===== src/rtl/uart_pkg.sv =====
// uart_pkg: shared definitions for the UART core and its helpers.
//   - parity encodings used by the PARITY build option
//   - TX/RX FSM state types
//   - counter-width constants and helper
package uart_pkg;

    localparam int unsigned PAR_NONE = 0;
    localparam int unsigned PAR_ODD  = 1;
    localparam int unsigned PAR_EVEN = 2;

    // Widest legal character; the data-bit counter is sized for it.
    localparam int unsigned MAX_DATA_BITS = 9;
    localparam int unsigned BIT_CNT_W     = $clog2(MAX_DATA_BITS + 1);

    typedef enum logic [2:0] {
        TxIdle   = 3'd0,
        TxStart  = 3'd1,
        TxData   = 3'd2,
        TxParity = 3'd3,
        TxStop   = 3'd4
    } tx_state_e;

    typedef enum logic [2:0] {
        RxIdle     = 3'd0,
        RxStart    = 3'd1,
        RxData     = 3'd2,
        RxParity   = 3'd3,
        RxStop     = 3'd4,
        RxWaitHigh = 3'd5
    } rx_state_e;

    // Counter width for a count range of n, never narrower than one bit.
    function automatic int unsigned cnt_width(input int unsigned n);
        return (n < 2) ? 1 : $clog2(n);
    endfunction

endpackage


===== src/rtl/uart_baud_gen.sv =====
// uart_baud_gen: free-running divider producing a one-cycle tick every DIV_COUNT clocks.
//   clk_i  : clock
//   rst_ni : asynchronous active-low reset (counter returns to 0)
//   tick_o : high for one cycle when the count is DIV_COUNT-1
module uart_baud_gen #(
    parameter int unsigned DIV_COUNT = 44
) (
    input  logic clk_i,
    input  logic rst_ni,
    output logic tick_o
);

    localparam int unsigned CntW = $clog2(DIV_COUNT);
    localparam logic [CntW-1:0] CntLast = CntW'(DIV_COUNT - 1);

    logic [CntW-1:0] cnt_q, cnt_d;

    always_comb begin
        tick_o = (cnt_q == CntLast);
        cnt_d  = tick_o ? '0 : cnt_q + CntW'(1);
    end

    always_ff @(posedge clk_i or negedge rst_ni) begin
        if (!rst_ni) cnt_q <= '0;
        else         cnt_q <= cnt_d;
    end

endmodule


===== src/rtl/uart_core.sv =====
// uart_core: full-duplex UART with shared oversample tick, framed TX and midpoint-sampling RX.
//   clk, rst                   : clock, asynchronous active-low reset
//   tx_data/tx_valid/tx_ready  : transmit handshake
//   serial_tx, serial_rx       : line pins (idle high)
//   loopback                   : internal TX line feeds RX, serial_tx held high
//   rx_data/rx_valid           : received character and one-cycle strobe
//   rx_frame_err/rx_parity_err : error flags, qualified by rx_valid
module uart_core
    import uart_pkg::*;
#(
    parameter int unsigned DIV_COUNT  = 44,
    parameter int unsigned OVERSAMPLE = 8,
    parameter int unsigned DATA_BITS  = 8,
    parameter int unsigned PARITY     = 0,
    parameter int unsigned STOP_BITS  = 1
) (
    input  logic                 clk,
    input  logic                 rst,
    input  logic [DATA_BITS-1:0] tx_data,
    input  logic                 tx_valid,
    output logic                 tx_ready,
    output logic                 serial_tx,
    input  logic                 serial_rx,
    input  logic                 loopback,
    output logic [DATA_BITS-1:0] rx_data,
    output logic                 rx_valid,
    output logic                 rx_frame_err,
    output logic                 rx_parity_err
);

    localparam int unsigned OsW = cnt_width(OVERSAMPLE);
    localparam logic [OsW-1:0]       OsLast     = OsW'(OVERSAMPLE - 1);
    localparam logic [OsW-1:0]       OsHalfLast = OsW'(OVERSAMPLE / 2 - 1);
    localparam logic [BIT_CNT_W-1:0] BitLast    = BIT_CNT_W'(DATA_BITS - 1);
    localparam logic StopLast = (STOP_BITS == 2);
    localparam logic ParOn    = (PARITY != PAR_NONE);
    localparam logic ParOdd   = (PARITY == PAR_ODD);

    logic tick;

    uart_baud_gen #(.DIV_COUNT(DIV_COUNT)) u_baud (
        .clk_i  (clk),
        .rst_ni (rst),
        .tick_o (tick)
    );

    // ---------------- Transmitter ----------------
    tx_state_e            tx_state_q, tx_state_d;
    logic                 tx_pend_q, tx_pend_d;   // accepted, waiting for the next tick
    logic [OsW-1:0]       tx_os_q, tx_os_d;
    logic [BIT_CNT_W-1:0] tx_bit_q, tx_bit_d;
    logic                 tx_stop_q, tx_stop_d;
    logic [DATA_BITS-1:0] tx_shift_q, tx_shift_d;
    logic                 tx_par_q, tx_par_d;
    logic                 tx_line_q, tx_line_d;

    assign tx_ready  = (tx_state_q == TxIdle) && !tx_pend_q;
    assign serial_tx = tx_line_q | loopback;

    always_comb begin
        tx_state_d = tx_state_q;
        tx_pend_d  = tx_pend_q;
        tx_os_d    = tx_os_q;
        tx_bit_d   = tx_bit_q;
        tx_stop_d  = tx_stop_q;
        tx_shift_d = tx_shift_q;
        tx_par_d   = tx_par_q;
        tx_line_d  = tx_line_q;
        // Line changes happen only on the tick closing the last oversample of a bit.
        unique case (tx_state_q)
            TxIdle: begin
                if (tx_valid && tx_ready) begin
                    tx_shift_d = tx_data;
                    tx_par_d   = (^tx_data) ^ ParOdd;
                    tx_pend_d  = 1'b1;
                end else if (tx_pend_q && tick) begin
                    tx_pend_d  = 1'b0;
                    tx_state_d = TxStart;
                    tx_line_d  = 1'b0;
                    tx_os_d    = '0;
                end
            end
            TxStart: begin
                if (tick) begin
                    if (tx_os_q == OsLast) begin
                        tx_state_d = TxData;
                        tx_line_d  = tx_shift_q[0];
                        tx_os_d    = '0;
                        tx_bit_d   = '0;
                    end else begin
                        tx_os_d = tx_os_q + OsW'(1);
                    end
                end
            end
            TxData: begin
                if (tick) begin
                    if (tx_os_q == OsLast) begin
                        tx_os_d = '0;
                        if (tx_bit_q == BitLast) begin
                            tx_state_d = ParOn ? TxParity : TxStop;
                            tx_line_d  = ParOn ? tx_par_q : 1'b1;
                            tx_stop_d  = 1'b0;
                        end else begin
                            tx_bit_d   = tx_bit_q + BIT_CNT_W'(1);
                            tx_line_d  = tx_shift_q[1];
                            tx_shift_d = tx_shift_q >> 1;
                        end
                    end else begin
                        tx_os_d = tx_os_q + OsW'(1);
                    end
                end
            end
            TxParity: begin
                if (tick) begin
                    if (tx_os_q == OsLast) begin
                        tx_state_d = TxStop;
                        tx_line_d  = 1'b1;
                        tx_os_d    = '0;
                        tx_stop_d  = 1'b0;
                    end else begin
                        tx_os_d = tx_os_q + OsW'(1);
                    end
                end
            end
            TxStop: begin
                if (tick) begin
                    if (tx_os_q == OsLast) begin
                        tx_os_d = '0;
                        if (tx_stop_q == StopLast) tx_state_d = TxIdle;
                        else                       tx_stop_d  = 1'b1;
                    end else begin
                        tx_os_d = tx_os_q + OsW'(1);
                    end
                end
            end
            default: begin
                tx_state_d = TxIdle;
                tx_line_d  = 1'b1;
            end
        endcase
    end

    always_ff @(posedge clk or negedge rst) begin
        if (!rst) begin
            tx_state_q <= TxIdle;
            tx_pend_q  <= 1'b0;
            tx_os_q    <= '0;
            tx_bit_q   <= '0;
            tx_stop_q  <= 1'b0;
            tx_shift_q <= '0;
            tx_par_q   <= 1'b0;
            tx_line_q  <= 1'b1;
        end else begin
            tx_state_q <= tx_state_d;
            tx_pend_q  <= tx_pend_d;
            tx_os_q    <= tx_os_d;
            tx_bit_q   <= tx_bit_d;
            tx_stop_q  <= tx_stop_d;
            tx_shift_q <= tx_shift_d;
            tx_par_q   <= tx_par_d;
            tx_line_q  <= tx_line_d;
        end
    end

    // ---------------- Receiver ----------------
    rx_state_e            rx_state_q, rx_state_d;
    logic                 rx_sync1_q, rx_sync1_d, rx_sync2_q, rx_sync2_d;
    logic [OsW-1:0]       rx_os_q, rx_os_d;
    logic [BIT_CNT_W-1:0] rx_bit_q, rx_bit_d;
    logic [DATA_BITS-1:0] rx_shift_q, rx_shift_d;
    logic                 rx_par_q, rx_par_d;
    logic [DATA_BITS-1:0] rx_data_q, rx_data_d;
    logic                 rx_valid_q, rx_valid_d;
    logic                 rx_ferr_q, rx_ferr_d, rx_perr_q, rx_perr_d;

    assign rx_data       = rx_data_q;
    assign rx_valid      = rx_valid_q;
    assign rx_frame_err  = rx_ferr_q;
    assign rx_parity_err = rx_perr_q;

    always_comb begin
        rx_sync1_d = loopback ? tx_line_q : serial_rx;
        rx_sync2_d = rx_sync1_q;
    end

    always_comb begin
        rx_state_d = rx_state_q;
        rx_os_d    = rx_os_q;
        rx_bit_d   = rx_bit_q;
        rx_shift_d = rx_shift_q;
        rx_par_d   = rx_par_q;
        rx_data_d  = rx_data_q;
        rx_valid_d = 1'b0;
        rx_ferr_d  = rx_ferr_q;
        rx_perr_d  = rx_perr_q;
        if (tick) begin
            unique case (rx_state_q)
                RxIdle: begin
                    if (!rx_sync2_q) begin
                        rx_state_d = RxStart;
                        rx_os_d    = '0;
                    end
                end
                RxStart: begin
                    // Half a bit after detection: still low means a real start bit.
                    if (rx_os_q == OsHalfLast) begin
                        rx_state_d = rx_sync2_q ? RxIdle : RxData;
                        rx_os_d    = '0;
                        rx_bit_d   = '0;
                    end else begin
                        rx_os_d = rx_os_q + OsW'(1);
                    end
                end
                RxData: begin
                    if (rx_os_q == OsLast) begin
                        rx_os_d    = '0;
                        rx_shift_d = {rx_sync2_q, rx_shift_q[DATA_BITS-1:1]};
                        if (rx_bit_q == BitLast) rx_state_d = ParOn ? RxParity : RxStop;
                        else                     rx_bit_d   = rx_bit_q + BIT_CNT_W'(1);
                    end else begin
                        rx_os_d = rx_os_q + OsW'(1);
                    end
                end
                RxParity: begin
                    if (rx_os_q == OsLast) begin
                        rx_os_d    = '0;
                        rx_par_d   = rx_sync2_q;
                        rx_state_d = RxStop;
                    end else begin
                        rx_os_d = rx_os_q + OsW'(1);
                    end
                end
                RxStop: begin
                    if (rx_os_q == OsLast) begin
                        rx_os_d    = '0;
                        rx_data_d  = rx_shift_q;
                        rx_valid_d = 1'b1;
                        rx_ferr_d  = !rx_sync2_q;
                        rx_perr_d  = ParOn && (((^rx_shift_q) ^ rx_par_q) != ParOdd);
                        // A low stop bit may be a break: wait for the line to recover.
                        rx_state_d = rx_sync2_q ? RxIdle : RxWaitHigh;
                    end else begin
                        rx_os_d = rx_os_q + OsW'(1);
                    end
                end
                RxWaitHigh: begin
                    if (rx_sync2_q) rx_state_d = RxIdle;
                end
                default: rx_state_d = RxIdle;
            endcase
        end
    end

    always_ff @(posedge clk or negedge rst) begin
        if (!rst) begin
            rx_state_q <= RxIdle;
            rx_sync1_q <= 1'b1;
            rx_sync2_q <= 1'b1;
            rx_os_q    <= '0;
            rx_bit_q   <= '0;
            rx_shift_q <= '0;
            rx_par_q   <= 1'b0;
            rx_data_q  <= '0;
            rx_valid_q <= 1'b0;
            rx_ferr_q  <= 1'b0;
            rx_perr_q  <= 1'b0;
        end else begin
            rx_state_q <= rx_state_d;
            rx_sync1_q <= rx_sync1_d;
            rx_sync2_q <= rx_sync2_d;
            rx_os_q    <= rx_os_d;
            rx_bit_q   <= rx_bit_d;
            rx_shift_q <= rx_shift_d;
            rx_par_q   <= rx_par_d;
            rx_data_q  <= rx_data_d;
            rx_valid_q <= rx_valid_d;
            rx_ferr_q  <= rx_ferr_d;
            rx_perr_q  <= rx_perr_d;
        end
    end

endmodule


===== config.mk =====
export PLATFORM = sky130hd
export DESIGN_NAME = uart_core
export DESIGN_NICKNAME = d
export VERILOG_FILES = /design/src/rtl/uart_pkg.sv /design/src/rtl/uart_baud_gen.sv /design/src/rtl/uart_core.sv
export SDC_FILE = /design/constraint.sdc
export NUM_CORES = 1
export LEC_CHECK = 0
export ABC_AREA = 1
export CAP_MARGIN = 15
export CORE_ASPECT_RATIO = 1.75
export CORE_UTILIZATION = 60
export CTS_CLUSTER_DIAMETER = 60
export DETAILED_ROUTE_END_ITERATION = 12
export GPL_TIMING_DRIVEN = 0
export PLACE_DENSITY_LB_ADDON = 0.05
export SLEW_MARGIN = 20
export SYNTH_ARGS = -nofsm -noshare
export SYNTH_HDL_FRONTEND = slang
export SYNTH_HIERARCHICAL = 1
export SYNTH_SLANG_ARGS = --single-unit

===== constraint.sdc =====
create_clock -name clk -period 5.6 [get_ports clk]
set_clock_uncertainty 0.1 [all_clocks]
set_input_delay 1.12 -clock clk [delete_from_list [all_inputs] [get_ports clk]]
set_output_delay 1.12 -clock clk [all_outputs]
set_load 0.01 [all_outputs]

==> images/util_map.png <==
5 x 9 tiles, from white (low) to dark blue (high), 0 to 100% covered.
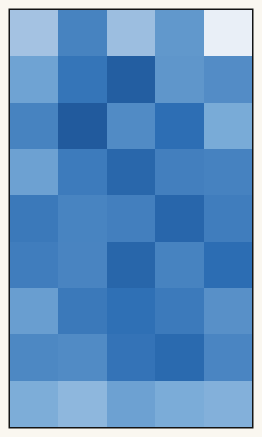
emptiest ninth of the die	upper right
fullest tile	83%
tiles over 75% full	16%
mean over tiles	63%
post-route core utilization: 70.37%
floorplan-stage core utilization: 62.07%
core region area: 4624 um^2

==> images/ff_map.png <==
The bar under the picture is 20 um long.
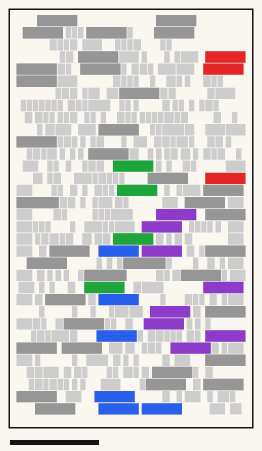
colour	name in the netlist	placed flops
red	`rx_os_q`	3
green	`tx_bit_q`	4
blue	`u_baud/cnt_q`	6
purple	`rx_shift_q`	8

==> images/placed.png <==
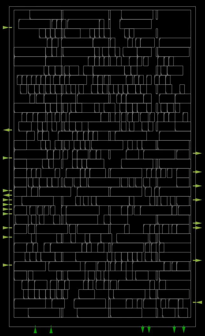
fill cell instance count of the final layout: 392
number of sequential cells: 56

==> images/m3.png <==
The bar under the picture is 20 um long.
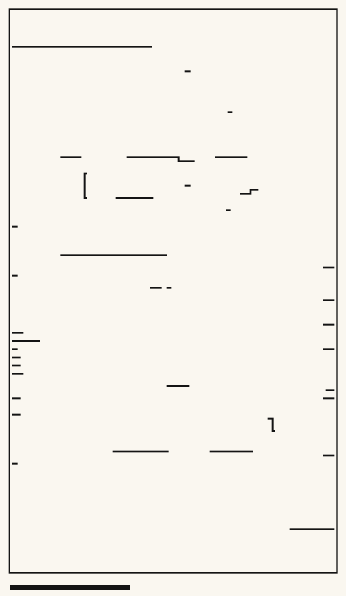
nets with wire on the layer	31
main direction	horizontal
longest straight run	23.0 um
share of all routed wire	2.5%

==> images/class_map.png <==
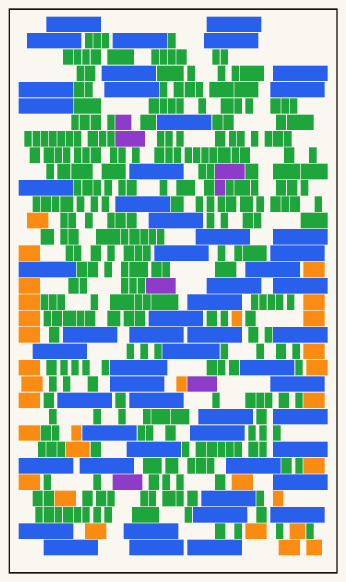
colour	class	cells	share of their area
orange	remaining buffers and delay cells	30	8.7%
blue	registers	56	44%
purple	clock drivers and dummy loads	7	2.6%
green	remaining logic cells	298	45%
total number of placement rows: 33
finished layout cell area: 3254 um^2
sequential share of cell area: 43.18%

==> report_table.html <==
<h3>Run summary</h3>
<table>
<tr><th>Metric</th><th>Value</th></tr>
<tr><th colspan="2">CTS</th></tr>
<tr><td>Setup bufs post-CTS</td><td>0</td></tr>
<tr><td>CTS Root Buffer Type</td><td>clkbuf_8</td></tr>
<tr><th colspan="2">Pwr</th></tr>
<tr><td>Power in sequential cells</td><td>~0.41 mW</td></tr>
<tr><td>Static Leakage</td><td>1.606 nW</td></tr>
<tr><th colspan="2">Logic synthesis</th></tr>
<tr><td>Top area contributor share</td><td>46.21%</td></tr>
<tr><td>Number of enable flip-flop cells</td><td>0</td></tr>
<tr><td>Mapped Cells</td><td>360</td></tr>
<tr><td>Most repeated cell in the gate-level netlist after synthesis</td><td>nand2_1</td></tr>
<tr><td>Commonest register cell after synthesis</td><td>dfrtp_1</td></tr>
<tr><td>Fraction of registers with async set or reset after synthesis</td><td>100.0%</td></tr>
<tr><th colspan="2">Final layout</th></tr>
<tr><td>Multi-input combinational cell count</td><td>approximately 260</td></tr>
<tr><td>Multi-input gate area in the final layout</td><td>1276 um^2</td></tr>
<tr><td>Number of buffers outside the clock class in the layout</td><td>30</td></tr>
<tr><th colspan="2">Detailed routing</th></tr>
<tr><td>Detail-routed via count per cell</td><td>5.330</td></tr>
<tr><td>Number of iterations in the first detailed-routing pass</td><td>4</td></tr>
<tr><td>Iter 0 DRT Violations</td><td>49</td></tr>
<tr><td>DR WL/cell</td><td>11.98 um</td></tr>
<tr><th colspan="2">Setup path</th></tr>
<tr><td>R2R Path Start</td><td>u_baud/cnt_q[0]</td></tr>
<tr><td>Crit Path Class</td><td>in2out</td></tr>
<tr><td>R2R depth</td><td>11</td></tr>
<tr><td>Capturing element type of the critical path</td><td>primary output</td></tr>
<tr><td>Critical Path Sink</td><td>serial_tx</td></tr>
<tr><th colspan="2">Hold path</th></tr>
<tr><td>Worst hold path class</td><td>reg2reg</td></tr>
<tr><th colspan="2">Run status</th></tr>
<tr><td>Outcome</td><td>finished, final reports clean</td></tr>
</table>
Power and IR drop assume default switching activity.
